### config.mk
export PLATFORM = sky130hd
export DESIGN_NAME = ft232h_tx_sched_flat
export DESIGN_NICKNAME = d
export VERILOG_FILES = /design/src/rtl/ft232h_tx_sched_if.sv /design/src/rtl/ft232h_tx_sched.sv /design/src/flat_wrapper.sv
export SDC_FILE = /design/constraint.sdc
export NUM_CORES = 1
export LEC_CHECK = 0
export ABC_AREA = 1
export CORE_ASPECT_RATIO = 2
export CORE_MARGIN = 5
export CORE_UTILIZATION = 44
export DETAILED_ROUTE_END_ITERATION = 12
export PLACE_DENSITY_LB_ADDON = 0.2
export SYNTH_ARGS = -nofsm -noshare
export SYNTH_HDL_FRONTEND = slang
export SYNTH_SLANG_ARGS = --single-unit
### constraint.sdc
create_clock -name clk_i -period 2.2 [get_ports clk_i]
set_input_delay 0.55 -clock clk_i [delete_from_list [all_inputs] [get_ports clk_i]]
set_output_delay 0.55 -clock clk_i [all_outputs]
set_load 0.02 [all_outputs]
### src/rtl/ft232h_tx_sched_if.sv
// rtl/ft232h_tx_sched_if.sv - requester streams and FT232H bus bundle for ft232h_tx_sched
interface ft232h_tx_sched_if;
  logic [7:0]  ch0_data_i;
  logic        ch0_valid_i;
  logic        ch0_ready_o;
  logic [7:0]  ch1_data_i;
  logic        ch1_valid_i;
  logic        ch1_ready_o;
  logic        ft_txe_i;
  logic        ft_wr_o;
  logic [7:0]  ft_adbus_o;
  logic [1:0]  grant_o;
  logic [15:0] byte_cnt_o;

  modport slave (
    input  ch0_data_i, ch0_valid_i, ch1_data_i, ch1_valid_i, ft_txe_i,
    output ch0_ready_o, ch1_ready_o, ft_wr_o, ft_adbus_o, grant_o, byte_cnt_o
  );

  modport master (
    output ch0_data_i, ch0_valid_i, ch1_data_i, ch1_valid_i, ft_txe_i,
    input  ch0_ready_o, ch1_ready_o, ft_wr_o, ft_adbus_o, grant_o, byte_cnt_o
  );
endinterface

### src/rtl/ft232h_tx_sched.sv
// rtl/ft232h_tx_sched.sv - two-requester round-robin burst scheduler onto the FT232H FIFO bus
// Define FT_TX_HDR_EN to prefix each burst with a header byte HDR_BASE | channel id.
module ft232h_tx_sched #(
  parameter int         BURST_LEN = 64,
  parameter logic [7:0] HDR_BASE  = 8'hA0
) (
  input  logic             clk_i,
  input  logic             rst_i,
  ft232h_tx_sched_if.slave bus
);

  localparam logic [1:0] S_IDLE = 2'd0;
  localparam logic [1:0] S_HDR  = 2'd1;
  localparam logic [1:0] S_DATA = 2'd2;
  localparam logic [1:0] S_GAP  = 2'd3;
  localparam logic [7:0] BL     = 8'(BURST_LEN);

  logic [1:0]  r_state;
  logic        r_wr_n;
  logic [7:0]  r_data;
  logic [1:0]  r_grant;
  logic [15:0] r_cnt;
  logic        r_last;
  logic [7:0]  r_loaded;

  logic       w_accept;
  logic       w_stage_free;
  logic       w_room;
  logic       w_gvalid;
  logic [7:0] w_gdata;
  logic       w_take;
  logic       w_load;
  logic       w_pick;

  assign w_accept     = !r_wr_n && !bus.ft_txe_i;
  assign w_stage_free = r_wr_n || w_accept;
  assign w_room       = (r_loaded != BL);
  assign w_gvalid     = r_grant[1] ? bus.ch1_valid_i : bus.ch0_valid_i;
  assign w_gdata      = r_grant[1] ? bus.ch1_data_i  : bus.ch0_data_i;
  assign w_take       = (r_state == S_DATA) && w_stage_free && w_room && !rst_i;
  assign w_load       = w_take && w_gvalid;
  // Tie goes to the channel not granted last; r_last holds the last granted id.
  assign w_pick       = (bus.ch0_valid_i && bus.ch1_valid_i) ? ~r_last : bus.ch1_valid_i;

  assign bus.ch0_ready_o = w_take && r_grant[0];
  assign bus.ch1_ready_o = w_take && r_grant[1];
  assign bus.ft_wr_o     = r_wr_n;
  assign bus.ft_adbus_o  = r_data;
  assign bus.grant_o     = r_grant;
  assign bus.byte_cnt_o  = r_cnt;

  always_ff @(posedge clk_i) begin
    if (rst_i) begin
      r_state  <= S_IDLE;
      r_wr_n   <= 1'b1;
      r_data   <= 8'h00;
      r_grant  <= 2'b00;
      r_cnt    <= 16'd0;
      r_last   <= 1'b1;
      r_loaded <= 8'd0;
    end else begin
      if (w_accept) begin
        r_cnt <= r_cnt + 16'd1;
      end
      case (r_state)
        S_IDLE: begin
          if (bus.ch0_valid_i || bus.ch1_valid_i) begin
            r_grant  <= w_pick ? 2'b10 : 2'b01;
            r_last   <= w_pick;
            r_loaded <= 8'd0;
`ifdef FT_TX_HDR_EN
            r_data   <= HDR_BASE | {7'd0, w_pick};
            r_wr_n   <= 1'b0;
            r_state  <= S_HDR;
`else
            r_state  <= S_DATA;
`endif
          end
        end
`ifdef FT_TX_HDR_EN
        S_HDR: begin
          if (w_accept) begin
            r_wr_n  <= 1'b1;
            r_state <= S_DATA;
          end
        end
`endif
        S_DATA: begin
          if (w_load) begin
            r_data   <= w_gdata;
            r_wr_n   <= 1'b0;
            r_loaded <= r_loaded + 8'd1;
          end else begin
            if (w_accept) begin
              r_wr_n <= 1'b1;
            end
            // Leave only once the stage drains, so no burst ends with a byte pending.
            if (w_stage_free && (!w_room || !w_gvalid)) begin
              r_grant <= 2'b00;
              r_state <= S_GAP;
            end
          end
        end
        S_GAP: begin
          r_state <= S_IDLE;
        end
        default: begin
          r_state <= S_IDLE;
        end
      endcase
    end
  end

endmodule

### src/flat_wrapper.sv
// flat-port wrapper written by rule: the top's interface ports become plain ports
module ft232h_tx_sched_flat 
#(
  parameter int         BURST_LEN = 64,
  parameter logic [7:0] HDR_BASE  = 8'hA0
)
  (clk_i, rst_i, bus_ch0_data_i, bus_ch0_valid_i, bus_ch1_data_i, bus_ch1_valid_i, bus_ft_txe_i, bus_ch0_ready_o, bus_ch1_ready_o, bus_ft_wr_o, bus_ft_adbus_o, bus_grant_o, bus_byte_cnt_o);
  ft232h_tx_sched_if bus_i ();
  input  logic clk_i;
  input  logic rst_i;
  input wire logic [$bits(bus_i.ch0_data_i)-1:0] bus_ch0_data_i;
  input wire logic [$bits(bus_i.ch0_valid_i)-1:0] bus_ch0_valid_i;
  input wire logic [$bits(bus_i.ch1_data_i)-1:0] bus_ch1_data_i;
  input wire logic [$bits(bus_i.ch1_valid_i)-1:0] bus_ch1_valid_i;
  input wire logic [$bits(bus_i.ft_txe_i)-1:0] bus_ft_txe_i;
  output wire logic [$bits(bus_i.ch0_ready_o)-1:0] bus_ch0_ready_o;
  output wire logic [$bits(bus_i.ch1_ready_o)-1:0] bus_ch1_ready_o;
  output wire logic [$bits(bus_i.ft_wr_o)-1:0] bus_ft_wr_o;
  output wire logic [$bits(bus_i.ft_adbus_o)-1:0] bus_ft_adbus_o;
  output wire logic [$bits(bus_i.grant_o)-1:0] bus_grant_o;
  output wire logic [$bits(bus_i.byte_cnt_o)-1:0] bus_byte_cnt_o;
  assign bus_i.ch0_data_i = bus_ch0_data_i;
  assign bus_i.ch0_valid_i = bus_ch0_valid_i;
  assign bus_i.ch1_data_i = bus_ch1_data_i;
  assign bus_i.ch1_valid_i = bus_ch1_valid_i;
  assign bus_i.ft_txe_i = bus_ft_txe_i;
  assign bus_ch0_ready_o = bus_i.ch0_ready_o;
  assign bus_ch1_ready_o = bus_i.ch1_ready_o;
  assign bus_ft_wr_o = bus_i.ft_wr_o;
  assign bus_ft_adbus_o = bus_i.ft_adbus_o;
  assign bus_grant_o = bus_i.grant_o;
  assign bus_byte_cnt_o = bus_i.byte_cnt_o;
  ft232h_tx_sched #(.BURST_LEN(BURST_LEN), .HDR_BASE(HDR_BASE)) u_core (.clk_i(clk_i), .rst_i(rst_i), .bus(bus_i));
endmodule
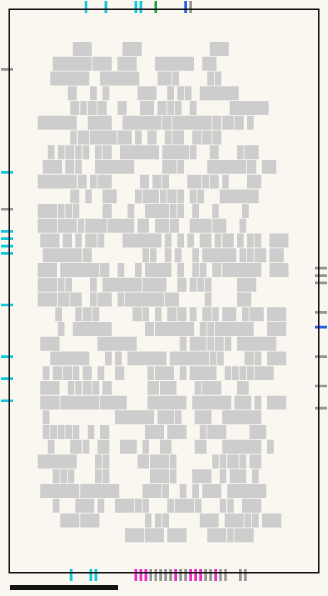
Figure 1: run 1, pin map.
Scale bar: 20 um. Pins as bars across the die edge, other pins in grey.
port	colour	pins	direction	edge
`bus_ft_wr_o`	green	1	output	top
`bus_byte_cnt_o`	cyan	16	output	9 left, 4 top, 3 bottom
`bus_ch1_data_i`	magenta	8	input	bottom
`bus_grant_o`	blue	2	output	1 top, 1 right
all pins by edge	24 bottom, 11 left, 8 right, 7 top

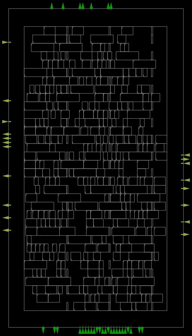
Figure 2: run 1, cell outlines without signal wires.
fill count: 433
Core ar.: 0.004297 mm^2
fraction of area in registers: 28.99%
Non-Filler Instances: 399
final core occ: 61.07%

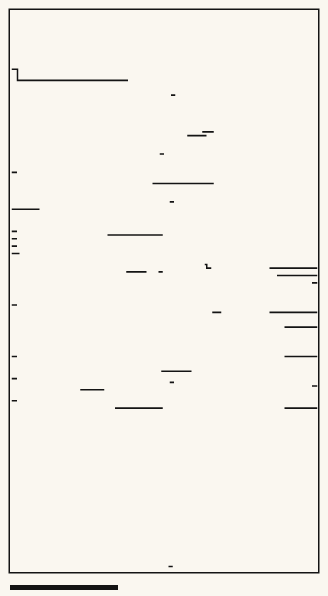
Figure 3: run 1, met3 routing.
Scale bar: 20 um.
share of all routed wire	2.7%
longest straight run	20.2 um
wire length on this layer	129 um
nets with wire on the layer	26

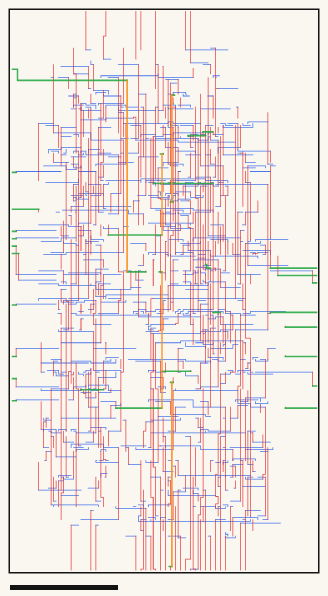
Figure 4: run 1, wiring by layer.
Scale bar: 20 um.
layer	colour	wire length
M4	orange	129 um
M3	green	129 um
M1	blue	1,760 um
M2	red	2,720 um

run 1: what timing repair did:
item	CTS	global route
endpoints found under the setup margin	2	2
gates cloned	0	0
resized	9	3
run 1: kinds of logic after synthesis:
logic type | after synthesis | synth area share [%]
fa+ha+maj | 3 | 1.941
simple gates | 171 | 38.94
flops | 38 | 39.33
buf+inv | 33 | 7.179
xor+xnor | 2 | 0.9057
compound gates | 38 | 11.71
run 1: metrics by stage:
stage | utilization, % | worst slack, ns | total power [mW]
after floorplan | - | 0.4571 | 0.9117
after global placement | 59.14 | -0.4212 | 1.034
after detailed placement | 59.14 | -0.4165 | 1.035
after CTS | 60.89 | 0.02166 | 1.505
after global routing | 61.07 | 0.006474 | 1.556
final | 61.07 | 0.06261 | 1.479
run 1: path summary, 6_finish.rpt:
kind / from / end / slack, ns / cells after the start
max: rst_i / bus_ch1_ready_o / 0.06 / 7
max reg2reg: u_core.bus.byte_cnt_o[0]$_SDFFE_PP0P_ / u_core.bus.byte_cnt_o[14]$_SDFFE_PP0P_ / 0.71 / 9
min reg2reg: u_core.r_last$_SDFFE_PP1P_ / u_core.r_last$_SDFFE_PP1P_ / 0.46 / 2
min: u_core.r_last$_SDFFE_PP1P_ / u_core.r_last$_SDFFE_PP1P_ / 0.46 / 2
run 1: worst max-delay path, cell delays in order:
cell	delay, ns
sky130_fd_sc_hd__clkdlybuf4s50_1	0.43
sky130_fd_sc_hd__inv_2	0.07
sky130_fd_sc_hd__nand3_2	0.10
sky130_fd_sc_hd__nor2_4	0.11
sky130_fd_sc_hd__nand2_2	0.08
sky130_fd_sc_hd__nor2_1	0.10
sky130_fd_sc_hd__buf_4	0.15
==> run notes, run 1 <==
Implementation results. According to the finish report, the design has a final net count of 370. Tap cell count landed at approximately 54. The flow ran to the end, and the final reports show no timing, DRC or antenna violations. Clock network power for this build is 461 uW.

For this run, the leading register cell type out of synthesis is sky130_fd_sc_hd__dfxtp_1. Maximum achievable frequency landed at 467.9 MHz. Length of the first detailed-routing pass in iterations landed at 4. Per-cell routed wire length landed at 11.89 um. Post-synth design cell area landed at about 0.0019 mm^2.

Worst hold margin landed at 0.4600 ns. In the routed design, unresolved DRC markers number 0. Required time at the worst-slack endpoint landed at 1.65 ns.

Synthesis-to-layout area growth landed at 35.64%. Share of the clock period used by the worst path after layout landed at 97.15%. Synthesized netlist net count landed at 309. The library cell used most frequently in the layout, excluding fill and tap cells, is sky130_fd_sc_hd__nand2_1. The library cells used most frequently in the layout, excluding fill and tap cells, are sky130_fd_sc_hd__nand2_1, sky130_fd_sc_hd__clkdlybuf4s50_1, sky130_fd_sc_hd__dfxtp_1, sky130_fd_sc_hd__nor2_1, sky130_fd_sc_hd__inv_1. Final sum of negative setup slack landed at 0 ns. Met1 layer usage reported by global route landed at 16.44%.

Maximum level of the CTS H-tree landed at 2. Multi-input combinational cell count landed at 214. The final layout report lists a non-clock buffer count of 61. Number of ordinary inverters in the final layout landed at 26. Transition time of the tightest slew-check pin landed at ~0.27 ns. Entering global routing, the biggest net connects 22 pins. Note that the worst hold path type here is flip-flop to flip-flop. Per the area breakdown, the dominant cell category is combinational gates. The largest share of the power goes to registers. At the later pin of the worst-skew pair, clock insertion delay measures 0.28 ns. Relative area of clock buffers and inverters in the final design landed at 3.147%. The final timing report lists a hold violation count of 0. Cell leakage power landed at around 1.0 nW. After detailed routing, no signal wire sits above met4. The register with the most flip-flops in the layout has 16 of them.
## Run 2: what changed since run 1
ABC_CLOCK_PERIOD_IN_PS = 2200   (was not set)
CORE_MARGIN = not set   (was 5)
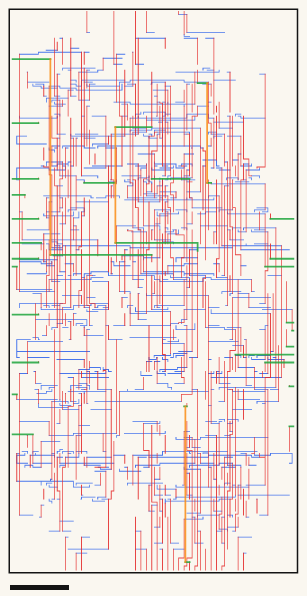
Figure 5: run 2, wiring by layer.
Scale bar: 10 um.
layer	colour	wire length
M4	orange	96.6 um
M3	green	130 um
M2	red	2,700 um
M1	blue	1,680 um

==> run 2 against run 1 <==
  * Synthesized cell count is the same
  * Sequential power is essentially flat
  * Clock skew grew 0.0016 ns
  * Wire length shrank 2.9%
  * Synthesized area is the same
  * Critical path depth is the same
  * Final area is the same
  * Core utilization grew 1.9 points
  * First-iteration DRC count shrank 29%
  * Die area shrank 21%
==> run notes, run 2 <==
Implementation results. The region available for standard cell placement spans 0.004170 mm^2. Final sum of negative setup slack landed at 0 ns. Per the skew report, the later register of the worst-skew pair sees a clock latency of a little under 0.3 ns. The longest incremental delay of any stage on the critical path is reported as 0.46 ns. The run finished with clean final reports.

Maximum achievable frequency landed at about 480 MHz. The worst hold path was traced through 2 stages. Measured on the finished design, the core utilization comes to 62.92%.

Looking at the max-slew report, the worst-margin pin has a slew of 0.2730 ns. Per-cell routed wire length landed at about 12 um. In this run the worst setup path begins at bus_ft_txe_i. According to the finish report, the design has a final net count of 370.

Cell leakage power landed at 1.043 nW. For this run, the leading register cell type out of synthesis is sky130_fd_sc_hd__dfxtp_1. Length of the first detailed-routing pass in iterations landed at 4. Post-synth design cell area landed at 0.001934 mm^2.

The critical path's slowest stage uses the library cell sky130_fd_sc_hd__clkdlybuf4s50_1. In the layout the commonest cells are sky130_fd_sc_hd__nand2_1, sky130_fd_sc_hd__clkdlybuf4s50_1, sky130_fd_sc_hd__dfxtp_1, sky130_fd_sc_hd__nor2_1, sky130_fd_sc_hd__inv_1. Synthesized netlist net count landed at 309. Flop-to-flop setup slack landed at 0.70 ns. Pin count of the biggest net entering global routing landed at 22. In this run the worst hold path is classified as flip-flop to flip-flop. Synthesis-to-layout area growth landed at 35.64%. The critical path ends at bus_ch0_ready_o.

Number of cell instances on the worst register-to-register path landed at 9. Looking at the clock tree report, the H-tree level count equals 2. DRC violation count after routing landed at 0.

The launch point of the worst min-delay path is recorded as u_core.r_loaded[7]$_SDFFE_PP0P_. Hold analysis lists the worst path endpoint as u_core.r_loaded[7]$_SDFFE_PP0P_. Per STA, the worst path is made up of clkdlybuf4s50_1 > inv_1 > nor2_2 > nor2_4 > nand2_2 > nor2_1 > buf_4. The filler cells instantiated in the layout total 388. After the flow finishes, the layout carries non-filler instances totaling roughly 400.
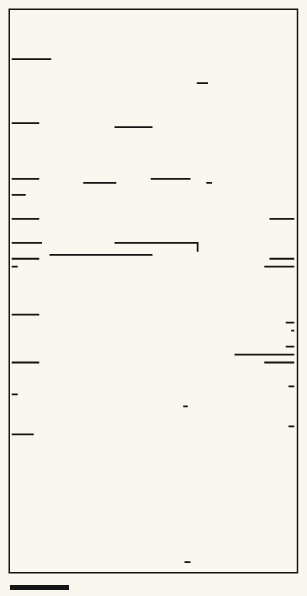
Figure 6: run 2, met3 routing.
Scale bar: 10 um.
longest straight run	17.2 um
main direction	horizontal
wire length on this layer	130 um
share of all routed wire	2.8%

[run 2: cell counts after synthesis]
Identical to the previous run, type by type.
[run 2: metrics by stage]
stage	area, um^2	hold WS (ns)	setup slack [ns]	total power [mW]
after floorplan	1934	0.4239	0.4571	0.9117
after global placement	2539	0.4458	-0.4089	1.034
after detailed placement	2539	0.4582	-0.4037	1.037
after CTS	2614	0.4689	0.02492	1.513
after global routing	2624	0.4977	0.02092	1.568
final	2624	0.4647	0.1093	1.491
[run 2: power groups by stage]
stage	sequential, mW	clock (mW)	combinational (mW)
3_3_place_gp	0.746	0	0.288
4_1_cts	0.731	0.492	0.290
2_1_floorplan	0.763	0	0.148
5_1_grt	0.734	0.514	0.320
3_5_place_dp	0.747	0	0.290
6_report	0.731	0.471	0.289
[run 2: logic make-up after synthesis]
group	after synthesis	share of synthesized area, %
fa+ha+maj	3	1.941
xor+xnor	2	0.9057
simple gates	171	38.94
flops	38	39.33
buf+inv	33	7.179
compound gates	38	11.71
[run 2: worst max-delay path, delay by kind of cell]
kind | cells | cell delay, ns
buf+inv | 3 | 0.66
simple gates | 4 | 0.33
[run 2: layer usage]
layer / vias up / track usage, % / part of all wire, % / routed length (um)
met5: - / 0 / 0 / 0
met4: 0 / 12.01 / 2.1 / 96
met3: 9 / 3.949 / 2.8 / 129
met2: 32 / 43.75 / 59 / 2698
met1: 880 / 20.02 / 36 / 1680
li1: 1021 / - / - / -
[run 2: area by class of cell]
cell class                      count  area share [%]
Clock buffer                        6           3.147
Sequential cell                    38           28.99
Tap cell                           52           2.480
Timing Repair Buffer               61           22.03
Multi-Input combinational cell    214           39.63
Inverter                           26           3.720
[run 2: repair_timing]
action                     in CTS  in global routing
resized                         9                  4
setup endpoints to repair       2                  2
pin swaps                       0                  1
gates cloned                    0                  0
## Run 3: what changed since run 2
--- a/config.mk
+++ b/config.mk
@@ -9,2 +9,3 @@
 export ABC_CLOCK_PERIOD_IN_PS = 2200
+export CAP_MARGIN = 40
 export CORE_ASPECT_RATIO = 2
--- a/constraint.sdc
+++ b/constraint.sdc
@@ -3,2 +3,2 @@
 set_output_delay 0.55 -clock clk_i [all_outputs]
-set_load 0.02 [all_outputs]
+set_load 0.05 [all_outputs]
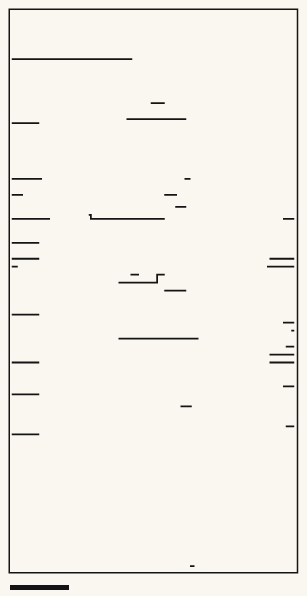
Figure 7: run 3, met3 routing.
Scale bar: 10 um.
total routed wirelength: 4490 um
global routing usage on met3: 3.791%
total via count in the routed design: 1,933

==> run 3 against run 2 <==
  * Largest cell class unchanged
  * Critical path depth fell by 6
  * Die area did not move
  * Combinational power rose by 13%
  * Sequential power barely moved
  * Critical endpoint is now bus_byte_cnt_o[8]
  * Clock power fell by 4%
  * Clock skew fell by 0.0036 ns
  * Synthesized cell count did not move
  * Final area rose by 0.19%
==> run notes, run 3 <==
Implementation results. Among all stages on the critical path, the maximum delay recorded is 0.85 ns. The flow ran to the end, and the final reports show no timing, DRC or antenna violations. DRC violation count after routing landed at 0.

On the final layout, the worst hold slack is 0.4666 ns. The cell-mix breakdown from Yosys lists the simple-gate area share as 38.94%. After layout, the worst path uses a little over nine tenths of the clock period. The min-delay analysis places its worst path in the category flip-flop to flip-flop. Setup slack on the worst reg-to-reg path comes out at 0.68 ns. Traced cell by cell, the critical path runs through clkdlybuf4s50_1.

Per STA, the endpoint of the critical path is bus_byte_cnt_o[8]. The synthesized netlist devotes 11.71% of its cell area to compound gates. The most common logic cell in the final layout is sky130_fd_sc_hd__nand2_1. Pin count of the biggest net entering global routing landed at 22. Buffer-and-inverter tally for the worst setup path landed at 1. The pin closest to its max-slew limit shows a slew of 0.5252 ns.

Among the non-sequential cells, simple AND/OR/NAND/NOR gates take the most area. The area growth from synthesis to layout is 35.90%. Per the CTS log, the maximum H-tree level is 2.

Number of standard cells in the final layout excluding fillers landed at a little under 400. The endpoint identified for the worst register-to-register timing path is u_core.r_loaded[0]$_SDFFE_PP0P_. The STA report counts the stages on the worst setup path as 1. The register with the most flip-flops in the layout has 16 of them. In this run the cell area of the synthesized design comes to 0.001934 mm^2. Per-cell routed wire length landed at 11.42 um. Overall power consumption landed at 1.514 mW.

The first TritonRoute pass finished after 4 iterations. Share of synthesized cell area in full adder, half adder and majority cells landed at 1.940%. In the synthesized netlist, mux cells make up 0% of the area. The report puts the cell count of the worst reg-to-reg path at 9. Hold violation total from the final report landed at 0. Area inside the core boundary landed at 0.004170 mm^2. Summing all non-filler instances in the final layout gives an area of 0.002629 mm^2.

The leakage component of the power was reported as 1.021 nW. Smallest setup slack after layout landed at between 0.08 and 0.09 ns.
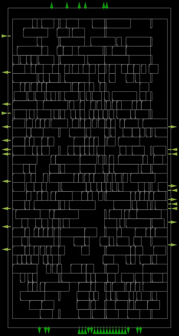
Figure 8: run 3, cell outlines without signal wires.
Site Rows: 33
fill count: 411
final core occ: 63.04%

==> run 3: how the worst min path moves through the flow <==
stage                                    start                               to  slack [ns]  cells after the start
5_1_grt        u_core.r_loaded[7]$_SDFFE_PP0P_  u_core.r_loaded[7]$_SDFFE_PP0P_        0.50                      2
2_1_floorplan       u_core.r_last$_SDFFE_PP1P_       u_core.r_last$_SDFFE_PP1P_        0.42                      2
3_3_place_gp        u_core.r_last$_SDFFE_PP1P_       u_core.r_last$_SDFFE_PP1P_        0.44                      2
6_report       u_core.r_loaded[6]$_SDFFE_PP0P_  u_core.r_loaded[6]$_SDFFE_PP0P_        0.47                      2
3_5_place_dp   u_core.r_loaded[6]$_SDFFE_PP0P_  u_core.r_loaded[6]$_SDFFE_PP0P_        0.46                      2
4_1_cts        u_core.r_loaded[6]$_SDFFE_PP0P_  u_core.r_loaded[6]$_SDFFE_PP0P_        0.47                      2
==> run 3: report_power, final <==
| group | switching (mW) | total [mW] | internal [mW] |
|---|---|---|---|
| logic | 0.203 | 0.328 | 0.125 |
| registers | 0.0194 | 0.733 | 0.714 |
| clock network | 0.235 | 0.453 | 0.218 |
==> run 3: repair_timing <==
item / 4_1_cts / 5_1_grt
setup endpoints to repair: 2 / 2
hold buffers: 0 / 0
endpoints found under the hold margin: 0 / 0
pin swaps: 1 / 2
resized: 5 / 6
==> run 3: layout make-up <==
type | instances | share of cell area (%)
tap | 52 | 2.475
clock buffer | 7 | 2.903
inverter | 26 | 3.713
sequential | 38 | 28.99
timing repair buffer | 56 | 21.42
multi-input combinational | 214 | 40.50
==> run 3: routing by layer <==
layer	track usage, %	up-vias	share of wire (%)
met5	0	-	0
met4	10.78	0	2.6
met3	3.791	11	3.2
met2	43.29	36	56
met1	17.74	878	38
li1	-	1008	-
Power and IR drop assume default switching activity.
